==> src/rtl/minimac_slot_ctrl.sv <==
// rtl/minimac_slot_ctrl.sv - receive slot manager, in-order completion queue and transmit handshake
module minimac_slot_ctrl #(
    parameter int SLOT_BITS = 1,
    parameter int CW        = 11
) (
    input  logic                          sys_clk,
    input  logic                          sys_rst,
    input  logic                          arm_valid,
    input  logic [SLOT_BITS-1:0]          arm_slot,
    output logic [2**SLOT_BITS-1:0]       rx_ready,
    input  logic [2**SLOT_BITS-1:0]       rx_done,
    input  logic [(2**SLOT_BITS)*CW-1:0]  rx_count,
    output logic                          cpl_valid,
    output logic [SLOT_BITS-1:0]          cpl_slot,
    output logic [CW-1:0]                 cpl_count,
    input  logic                          cpl_ack,
    input  logic                          tx_req,
    input  logic [CW-1:0]                 tx_len,
    output logic                          phy_tx_start,
    output logic [CW-1:0]                 phy_tx_count,
    input  logic                          phy_tx_done,
    output logic                          tx_busy,
    output logic                          tx_event,
    output logic                          err_arm,
    output logic                          err_spurious,
    input  logic                          err_clr,
    output logic                          irq
);
    localparam int NSLOTS = 2**SLOT_BITS;

    typedef enum logic [1:0] {
        SLOT_FREE,
        SLOT_ARMED,
        SLOT_PEND,
        SLOT_QUEUED
    } slot_state_t;

    typedef enum logic {
        TX_IDLE,
        TX_BUSY
    } tx_state_t;

    slot_state_t          slot_q    [NSLOTS];
    slot_state_t          slot_next [NSLOTS];
    logic [CW-1:0]        count_q   [NSLOTS];
    logic [SLOT_BITS-1:0] fifo_mem  [NSLOTS];
    logic [SLOT_BITS:0]   wr_ptr;
    logic [SLOT_BITS:0]   rd_ptr;
    logic [SLOT_BITS-1:0] head_slot;
    logic [SLOT_BITS-1:0] push_idx;
    logic                 push_valid;
    logic                 pop;
    logic                 arm_err_evt;
    logic                 spur_rx;
    logic                 spur_tx;

    tx_state_t            tx_state_q;
    tx_state_t            tx_state_d;
    logic                 tx_accept;
    logic                 tx_finish;

    // Extra pointer bit separates full from empty.
    assign head_slot = fifo_mem[rd_ptr[SLOT_BITS-1:0]];
    assign cpl_valid = (wr_ptr != rd_ptr);
    assign pop       = cpl_valid & cpl_ack;
    assign cpl_slot  = cpl_valid ? head_slot : '0;
    assign cpl_count = cpl_valid ? count_q[head_slot] : '0;
    assign tx_busy   = (tx_state_q == TX_BUSY);
    assign spur_tx   = phy_tx_done & (tx_state_q == TX_IDLE);
    assign irq       = cpl_valid | tx_event;

    always_comb begin
        for (int i = 0; i < NSLOTS; i++) begin
            rx_ready[i] = (slot_q[i] == SLOT_ARMED);
        end
    end

    // Lowest-index pending slot wins the single push per cycle.
    always_comb begin
        push_valid = 1'b0;
        push_idx   = '0;
        for (int i = NSLOTS - 1; i >= 0; i--) begin
            if (slot_q[i] == SLOT_PEND) begin
                push_valid = 1'b1;
                push_idx   = SLOT_BITS'(i);
            end
        end
    end

    always_comb begin
        slot_next   = slot_q;
        arm_err_evt = 1'b0;
        spur_rx     = 1'b0;
        for (int i = 0; i < NSLOTS; i++) begin
            if (rx_done[i]) begin
                if (slot_q[i] == SLOT_ARMED) begin
                    slot_next[i] = SLOT_PEND;
                end else begin
                    spur_rx = 1'b1;
                end
            end
        end
        if (push_valid) begin
            slot_next[push_idx] = SLOT_QUEUED;
        end
        if (pop) begin
            slot_next[head_slot] = SLOT_FREE;
        end
        // A slot being released this cycle may be re-armed at once.
        if (arm_valid) begin
            if (slot_q[arm_slot] == SLOT_FREE || (pop && head_slot == arm_slot)) begin
                slot_next[arm_slot] = SLOT_ARMED;
            end else begin
                arm_err_evt = 1'b1;
            end
        end
    end

    always_ff @(posedge sys_clk) begin
        if (sys_rst) begin
            for (int i = 0; i < NSLOTS; i++) begin
                slot_q[i] <= SLOT_FREE;
            end
            wr_ptr <= '0;
            rd_ptr <= '0;
        end else begin
            slot_q <= slot_next;
            if (push_valid) begin
                wr_ptr <= wr_ptr + 1'b1;
            end
            if (pop) begin
                rd_ptr <= rd_ptr + 1'b1;
            end
        end
    end

    always_ff @(posedge sys_clk) begin
        for (int i = 0; i < NSLOTS; i++) begin
            if (rx_done[i] && slot_q[i] == SLOT_ARMED) begin
                count_q[i] <= rx_count[i*CW +: CW];
            end
        end
        if (push_valid) begin
            fifo_mem[wr_ptr[SLOT_BITS-1:0]] <= push_idx;
        end
    end

    always_comb begin
        tx_state_d = tx_state_q;
        tx_accept  = 1'b0;
        tx_finish  = 1'b0;
        case (tx_state_q)
            TX_IDLE: begin
                if (tx_req && tx_len != '0) begin
                    tx_state_d = TX_BUSY;
                    tx_accept  = 1'b1;
                end
            end
            TX_BUSY: begin
                if (phy_tx_done) begin
                    tx_state_d = TX_IDLE;
                    tx_finish  = 1'b1;
                end
            end
            default: tx_state_d = TX_IDLE;
        endcase
    end

    always_ff @(posedge sys_clk) begin
        if (sys_rst) begin
            tx_state_q   <= TX_IDLE;
            phy_tx_start <= 1'b0;
            phy_tx_count <= '0;
            tx_event     <= 1'b0;
            err_arm      <= 1'b0;
            err_spurious <= 1'b0;
        end else begin
            tx_state_q   <= tx_state_d;
            phy_tx_start <= tx_accept;
            tx_event     <= tx_finish;
            if (tx_accept) begin
                phy_tx_count <= tx_len;
            end
            // New error events take priority over clear.
            err_arm      <= arm_err_evt | (err_arm & ~err_clr);
            err_spurious <= spur_rx | spur_tx | (err_spurious & ~err_clr);
        end
    end
endmodule

==> config.mk <==
export PLATFORM = sky130hd
export DESIGN_NAME = minimac_slot_ctrl
export DESIGN_NICKNAME = d
export VERILOG_FILES = /design/src/rtl/minimac_slot_ctrl.sv
export SDC_FILE = /design/constraint.sdc
export NUM_CORES = 1
export LEC_CHECK = 0
export CORE_MARGIN = 2
export CORE_UTILIZATION = 39
export CTS_BUF_LIST = sky130_fd_sc_hd__clkbuf_16
export DETAILED_ROUTE_END_ITERATION = 7
export PLACE_DENSITY = 0.75
export SLEW_MARGIN = 10
export SYNTH_ARGS = -nofsm -noshare
export SYNTH_HDL_FRONTEND = slang
export SYNTH_SLANG_ARGS = --single-unit
==> constraint.sdc <==
create_clock -name sys_clk -period 1.3 [get_ports sys_clk]
set_input_delay 0.26 -clock sys_clk [delete_from_list [all_inputs] [get_ports sys_clk]]
set_output_delay 0.26 -clock sys_clk [all_outputs]
set_load 0.01 [all_outputs]
==> run_1/m1.png <==
Supply wires on this layer in grey.
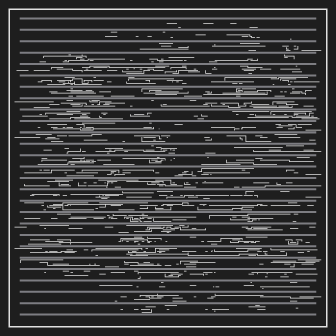
The layer holds 38% of the routed length. The longest straight run is 16.1 um. The wires run mostly horizontal. The layer carries 2220 um of wire. 322 nets have wire on it.
routing usage on met1: 0.2159
final routed wirelength across all metal layers: 5835 um
vias post-DR: 1910

==> run_1/m2.png <==
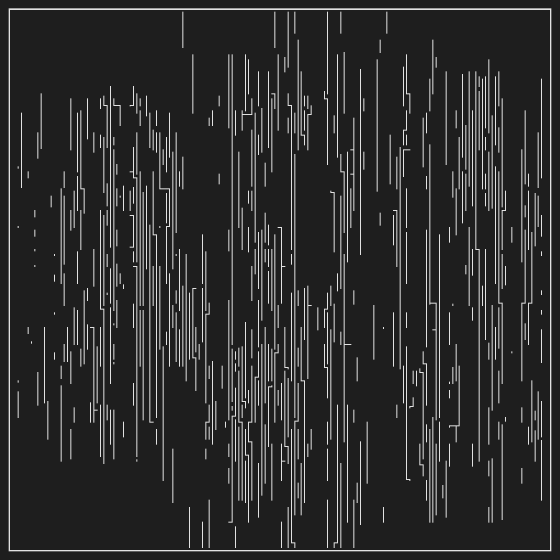
The layer holds 52% of the routed length. The layer carries 3060 um of wire. The longest straight run is 40.5 um. 332 nets have wire on it.
met2 Usage GRT: 0.3942

==> run_1/m3.png <==
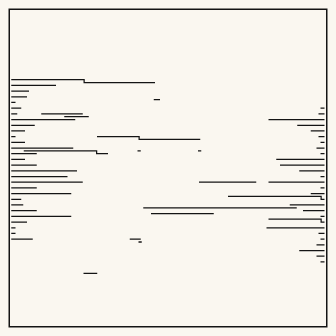
65 nets have wire on it. The longest straight run is 36.3 um. The layer holds 8.4% of the routed length. The layer carries 493 um of wire.
met3 track utilization from global routing: 0.07011

==> results.toml, run 1 <==
# synthesis and place-and-route metrics
[status]
outcome = "finished, violations left"
violations = "negative setup slack"

[final_layout]
max_flop_register = "count_q"
area.sequential_mm2 = 0.001234
logic_gates = 129
dominant_cells = "sequential cells"
nNetsFinal = 358
finalCoreUtilization = 0.7270
fin_area_mm2 = 0.003642
final-nonclk-buf-share = 0.3051
comb_area_share = 0.2841
flops = 49
buffers_excl_clock = 122

[place]
gp_weighted_congestion = 0.7491
numPlacedInstances = 359
hpwl_after_detailed_placement_um = 3670
detailed_place.area_mm2 = 0.003137

[route]
drt_iter0_markers = 66
ant_nets = 0
met2WireLength_um = 3055
via_to_cell_ratio = 4.948
highest_layer = "met4"

[die]
core_area_mm2 = 0.005010
dieArea_mm2 = 0.005695
tap_cells = 70
io_pins = 75
floorplan_die_width_um = 75.47
rows = 26

[final_timing]
final.min_clock_period_ps = 1754
setup_viol = 21
maxSlewHeadroom = 0.8005
totalNegativeSetupSlack_ps = -6487
hold_violations = 0
final_min_period_over_clock_period = 1.349
final.setup_skew_ps = 7.405
layout_setup_ws_ps = -453.8
timing_max_transition_violations_final = 0
fmax_mhz = 570.2

[clock_tree]
cts.sinks = 49
clock_transition_time_at_the_flip_flop_clock_pins_of_the_worst_setup_and_hold_paths_ps = 70
total_of_cells_resized_after_clock_tree_synthesis = 138
cts_max_path_buffers = 2
cts_buffers = 5
post_cts_hold_buffer_count = 0

[global_route]
via_count_of_the_first_global_routing_pass = 1943
grt_util_all_layers = 0.2051
globalRoute.totalOverflow = 0
grt_start_max_net_pins = 16
antenna_found_initial = 0

[worst_hold_path]
min_delay_path_depth = 3
hold_path_startpoint = "tx_len[4]"

[setup_path]
required_ps = 1040
critical_path_arrival_ps = 1490
timing.critical_path.max_delay_family = "flip-flops"
critical_path_depth = 5
register_to_register_path_setup_slack_ps = -170
cell_at_the_slowest_stage_of_the_critical_path = "edfxtp_1"
reg2reg_depth = 7
slowest_delay_ps = 440
crit_reg_reg_startpoint = "rd_ptr[0]"
worstPathCellList = "mux2i_4, clkbuf_16, nand2_4, a21oi_2, buf_2"
worst-path-max-fanout = 6
worst_setup_path_endpoint = "cpl_count[8]"

[pwr]
proportion_of_power_drawn_by_the_clock_network = 0.258
internal_power_mw = 3.409
powerDensity_mw_per_mm2 = 1327
comb_power_share = 0.365
irDropWorstVdd_mv = 0.7948
power_switching_mw = 1.423
seqPwrFrac = 0.377

[logic_synthesis]
topCombFamilyByArea = "simple AND/OR/NAND/NOR gates"
yosys_chip_area_mm2 = 0.001992
post_synth_instance_area_mm2 = 0.001992
synthMuxAreaShare = 0.05088
synth.cellmix.simpleShare = 0.1709
synth_flops = 49
synth.yosys.num_cells = 190
synthesis.area_per_instance_um2 = 10.48
yosys.area_share.aoi = 0.1124
-- run 1: power by group through the flow --
stage          clock network (mW)  logic (mW)  registers, mW
2_1_floorplan                   0       0.577           1.85
4_1_cts                      1.26        1.59           1.81
6_report                     1.25        1.76           1.82
3_3_place_gp                    0        1.31           1.83
3_5_place_dp                    0        1.33           1.84
5_1_grt                      1.34        1.88           1.83
-- run 1: cells in the final DEF, fill, tap and decap left out, types with 4 or more instances in the layout --
master and instances:
buf_2 12, nand2_2 12, dfxtp_2 7, buf_6 10
nor3_1 4, clkdlybuf4s50_1 30, nor2_1 19, mux2i_1 7
buf_4 34, o21ai_0 6, inv_1 7, nand2_1 6
nor2_2 4, a21oi_1 7, a21oi_2 12, dlygate4sd2_1 22
clkbuf_16 6, edfxtp_1 24, dfxtp_1 17, buf_12 4
nand2_4 6
-- run 1: synth_stat cells --
cell type,instances,area [um^2]
o21ai_0,7,35.03
a311oi_1,1,8.760
nor3_1,4,20.02
and3_2,2,15.01
edfxtp_1,24,720.7
mux2i_1,9,90.09
and2_2,1,7.510
nor2_1,24,90.09
buf_6,1,11.26
a41oi_1,1,8.760
o21a_1,1,7.510
xor2_1,3,26.28
buf_2,1,5.000
mux2_2,1,11.26
o2bb2ai_1,2,17.52
dfxtp_1,25,500.5
o22ai_1,3,18.77
and3_1,2,12.51
inv_1,8,30.03
and2_1,2,12.51
o31a_1,1,8.760
nor2b_1,6,37.54
xnor2_1,2,17.52
nor4_1,2,12.51
or3_1,2,12.51
o21ai_2,1,8.760
clkbuf_1,4,15.01
nand3_1,1,5.000
o211ai_1,1,7.510
nand2_1,24,90.09
a21oi_1,19,95.09
a211oi_1,1,7.510
nand2b_1,4,25.02
## Run 2: what changed since run 1
==> constraint.sdc (replaced) <==
create_clock -name sys_clk -period 1.3 [get_ports sys_clk]
set_input_delay 0.39 -clock sys_clk [delete_from_list [all_inputs] [get_ports sys_clk]]
set_output_delay 0.39 -clock sys_clk [all_outputs]
set_load 0.01 [all_outputs]
==> results.toml, run 2 <==
# synthesis and place-and-route metrics
[final_timing]
layout_setup_ws_ps = -608.1
worstMarginPinSlew_ps = 309.5
maxSlewHeadroom = 0.7921
final_min_period_over_clock_period = 1.468
rsz0062_at_grt = "yes"
fmax_mhz = 524.1
setup_viol = 22
totalNegativeSetupSlack_ps = -8811
hold_slack_ps = 384.9
final.min_clock_period_ps = 1908
hold_violations = 0
timing_max_transition_violations_final = 0

[route]
drcViolationCount = 0
ant_nets = 0
via_to_cell_ratio = 4.878
detailedRoute.firstPassIterationCount = 4
drt_iter0_markers = 107

[final_layout]
logic_gates = 129
max_flop_register = "count_q"
final_instance_count_excl_fillers = 386
comb_area_share = 0.2853
drive_gt1_frac = 0.4842
fin_area_mm2 = 0.003636
final_layout_top_logic_cell = "buf_4"
finalCoreUtilization = 0.7258
flops = 49
ant_diodes = 0
mi_logic_area_mm2 = 0.001037
flow.area_growth_from_synthesis_pct = 82.54
dominant_cells = "sequential cells"
biggestRegsByFlops = "count_q: 22 flops, phy_tx_count: 11 flops, slot_q: 4 flops"
fillCellCount = 379
inverters = 8
final-nonclk-buf-share = 0.2990
area.sequential_mm2 = 0.001244
num-clock-buffers = 5
layout_top_cells_excl_fill_tap = "33 x buf_4, 29 x clkdlybuf4s50_1, 24 x edfxtp_1, 19 x nor2_1"
buffers_excl_clock = 122
clock_cell_area_share = 0.04061
flip_flop_count_of_the_largest_register_after_layout = 22
nNetsFinal = 358
seq-cell-share = 0.3420

[place]
detailed_place.area_mm2 = 0.003148
hpwl_after_detailed_placement_um = 3631
buffer_ports.inserted = 74
numPlacedInstances = 358
dpl_worst_slack_ps = -677.0
gp_weighted_congestion = 0.7795

[setup_path]
cell_at_the_slowest_stage_of_the_critical_path = "edfxtp_1"
critical_path.startpoint_type = "flop"
worstPathCellList = "mux2i_4, buf_6, buf_12, nand2_1, a21oi_1, buf_2"
critPathBufInv = 3
worst-path-max-fanout = 6
worstSetupEndpointType = "output pin"
slowest_delay_ps = 450
required_ps = 910
critPathKind = "reg -> out"
critical_path_arrival_ps = 1520
timing.critical_path.max_delay_family = "flip-flops"

[logic_synthesis]
post_synth_instance_area_mm2 = 0.001992
synth_seq_share = 0.6131
synth-edff-count = 24
syn_nets = 233
synth.lib_cells_used.distinct = 33
async_reset_ff_frac = 0
ys_warn_count = 0
flop_cell = "dfxtp_1"
synth.top_cell.area_share = 0.3618
synth.yosys.num_cells = 190
synthesis.instances = 190
netlist.top_cell.by_area = "edfxtp_1"
post_synth_main_area_contributors = "edfxtp_1 36%, dfxtp_1 25%, a21oi_1 4.8%"
synth_flops = 49
yosys_chip_area_mm2 = 0.001992
most_instantiated_cells_after_synthesis = "25 x dfxtp_1, 24 x edfxtp_1, 24 x nand2_1, 24 x nor2_1, 19 x a21oi_1"
synth_dominant_cell_count = "dfxtp_1"
synthesis.area_per_instance_um2 = 10.48

[global_route]
via_count_of_the_first_global_routing_pass = 1935
grt_most_used_layer = "met2"
grt_pass1_wl_um = 8873
grt.met1_usage = 0.2405
globalRoute.totalOverflow = 0
antenna_found_initial = 0
grt_start_max_net_pins = 17
globalRouteMet3Util = 0.05820

[status]
violations = "negative setup slack"
outcome = "finished, violations left"

[die]
floorplan_die_width_um = 75.47
dieArea_mm2 = 0.005695
tap_cells = 70
rows = 26
fp_util = 0.3976
core_area_mm2 = 0.005010
die_height_um = 75.47
io_pins = 75

[clock_tree]
clock_transition_time_at_the_flip_flop_clock_pins_of_the_worst_setup_and_hold_paths_ps = 70
cts.sinks = 49
cts_tree = "built"
cts_root_buf = "clkbuf_16"
htreeDepth = 2
cts_max_path_buffers = 2
insertion_delay_ps = 290
post_cts_hold_buffer_count = 0

[pwr]
powerDensity_mw_per_mm2 = 1349
pwr_total_mw = 4.904
irDropWorstVdd_mv = 0.6735
leakage_nw = 1.499

[job]
cap_viol_max_count = 0
tool_warnings = 29

[worst_hold_path]
timing.hold.worst.class = "in -> reg"
-- run 2: cell counts after synthesis --
No cell type changed its count.
-- run 2: repair_timing --
action / CTS / global route
pin swaps: 21 / 16
buffers inserted: 13 / 4
setup endpoints to repair: 55 / 57
gates resized: 151 / 60
cloned: 5 / 0
hold endpoints to repair: 0 / 0
-- run 2: power by group --
group | leakage [nW] | switching (mW) | total, mW | internal, mW
Sequential | 0.430 | 0.0813 | 1.83 | 1.75
Clock | 0.0621 | 0.551 | 1.26 | 0.712
Combinational | 1.01 | 0.812 | 1.81 | 1.00
Total | 1.50 | 1.44 | 4.90 | 3.46
-- run 2: metal layers --
metal | vias up | routed length (um) | part of all wire
met2 | 71 | 3088 | 0.52
met3 | 4 | 432 | 0.073
met1 | 891 | 2372 | 0.40
li1 | 917 | - | -
met5 | - | 0 | 0
met4 | 0 | 56 | 0.0094
-- run 2: path summary, 6_finish.rpt --
| check | startpoint | slack [ps] | depth (start not counted) | end |
|---|---|---|---|---|
| worst max-delay path | fifo_mem[0] | -610 | 6 | cpl_count[0] |
| worst min-delay path | tx_len[7] | 380 | 3 | phy_tx_count[7] |
| worst max register to register | fifo_mem[0] | -330 | 6 | slot_q[2] |
| worst min register to register | err_arm | 490 | 2 | err_arm |
-- run 2: cells by family (layout without fill, tap and decap cells) --
group | after synthesis | in the layout | share of synthesized area
and+or+nand+nor | 74 | 74 | 0.1709
DFF | 49 | 49 | 0.6131
xor gates and xnor gates | 5 | 5 | 0.02199
muxes | 10 | 11 | 0.05088
AOI/OAI and AO/OA | 38 | 39 | 0.1124
buffers and inverters | 14 | 138 | 0.03077
-- run 2: worst register-to-register path, cell delays in order (launching register included) --
cell and delay [ps]:
edfxtp_1 450, buf_6 150, mux2_4 320, buf_4 150, buf_4 130, o21a_1 180
a211oi_2 140
==> run_2/clock_nets.png <==
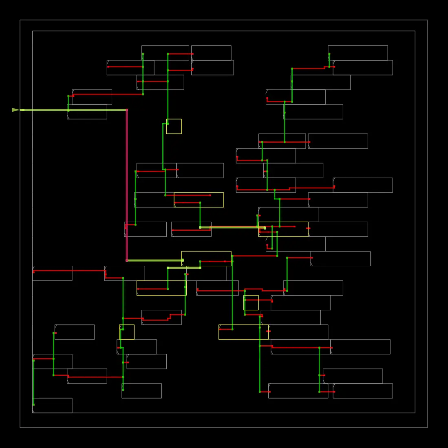
CTS Buf Count: 5
clk_skew: 6.992 ps
clock network power consumption: 1.26 mW

==> run_2/route_heat.png <==
Scale bar: 20 um. The die is cut into 15 by 15 equal tiles; dark purple is low, yellow is high, scaled to the fullest tile. Values are wire area over tile area, all layers added.
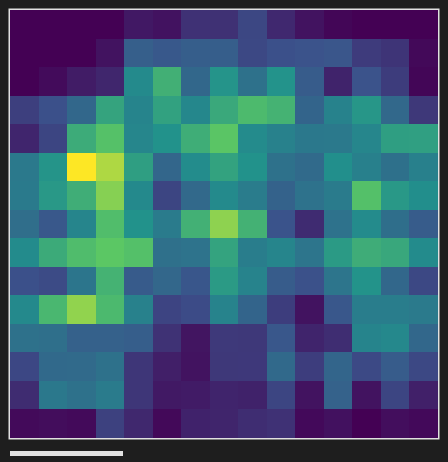
20% of the tiles are over half the peak. The densest ninth of the die: west. The mean over all tiles is 0.17.
wire length per cell: 15.41 um
overall track demand over capacity in global routing: 0.2087
vias post-DR: 1883
final routed wirelength across all metal layers: 5949 um

==> run_2/m2.png <==
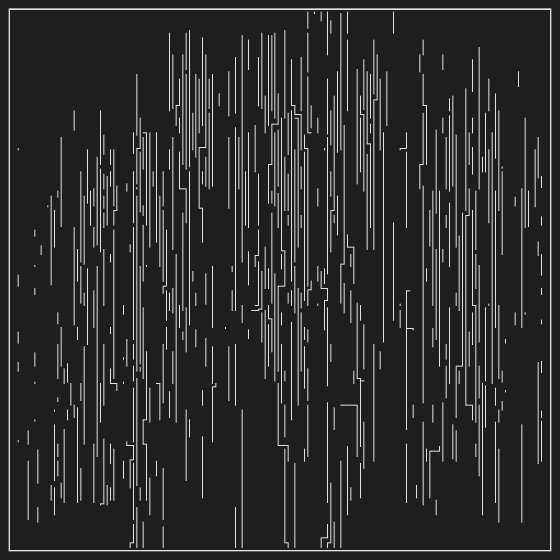
The wires run mostly vertical. 318 nets have wire on it. The layer carries 3090 um of wire. The layer holds 52% of the routed length.
met2 Usage GRT: 0.3807

Power and IR drop assume default switching activity.
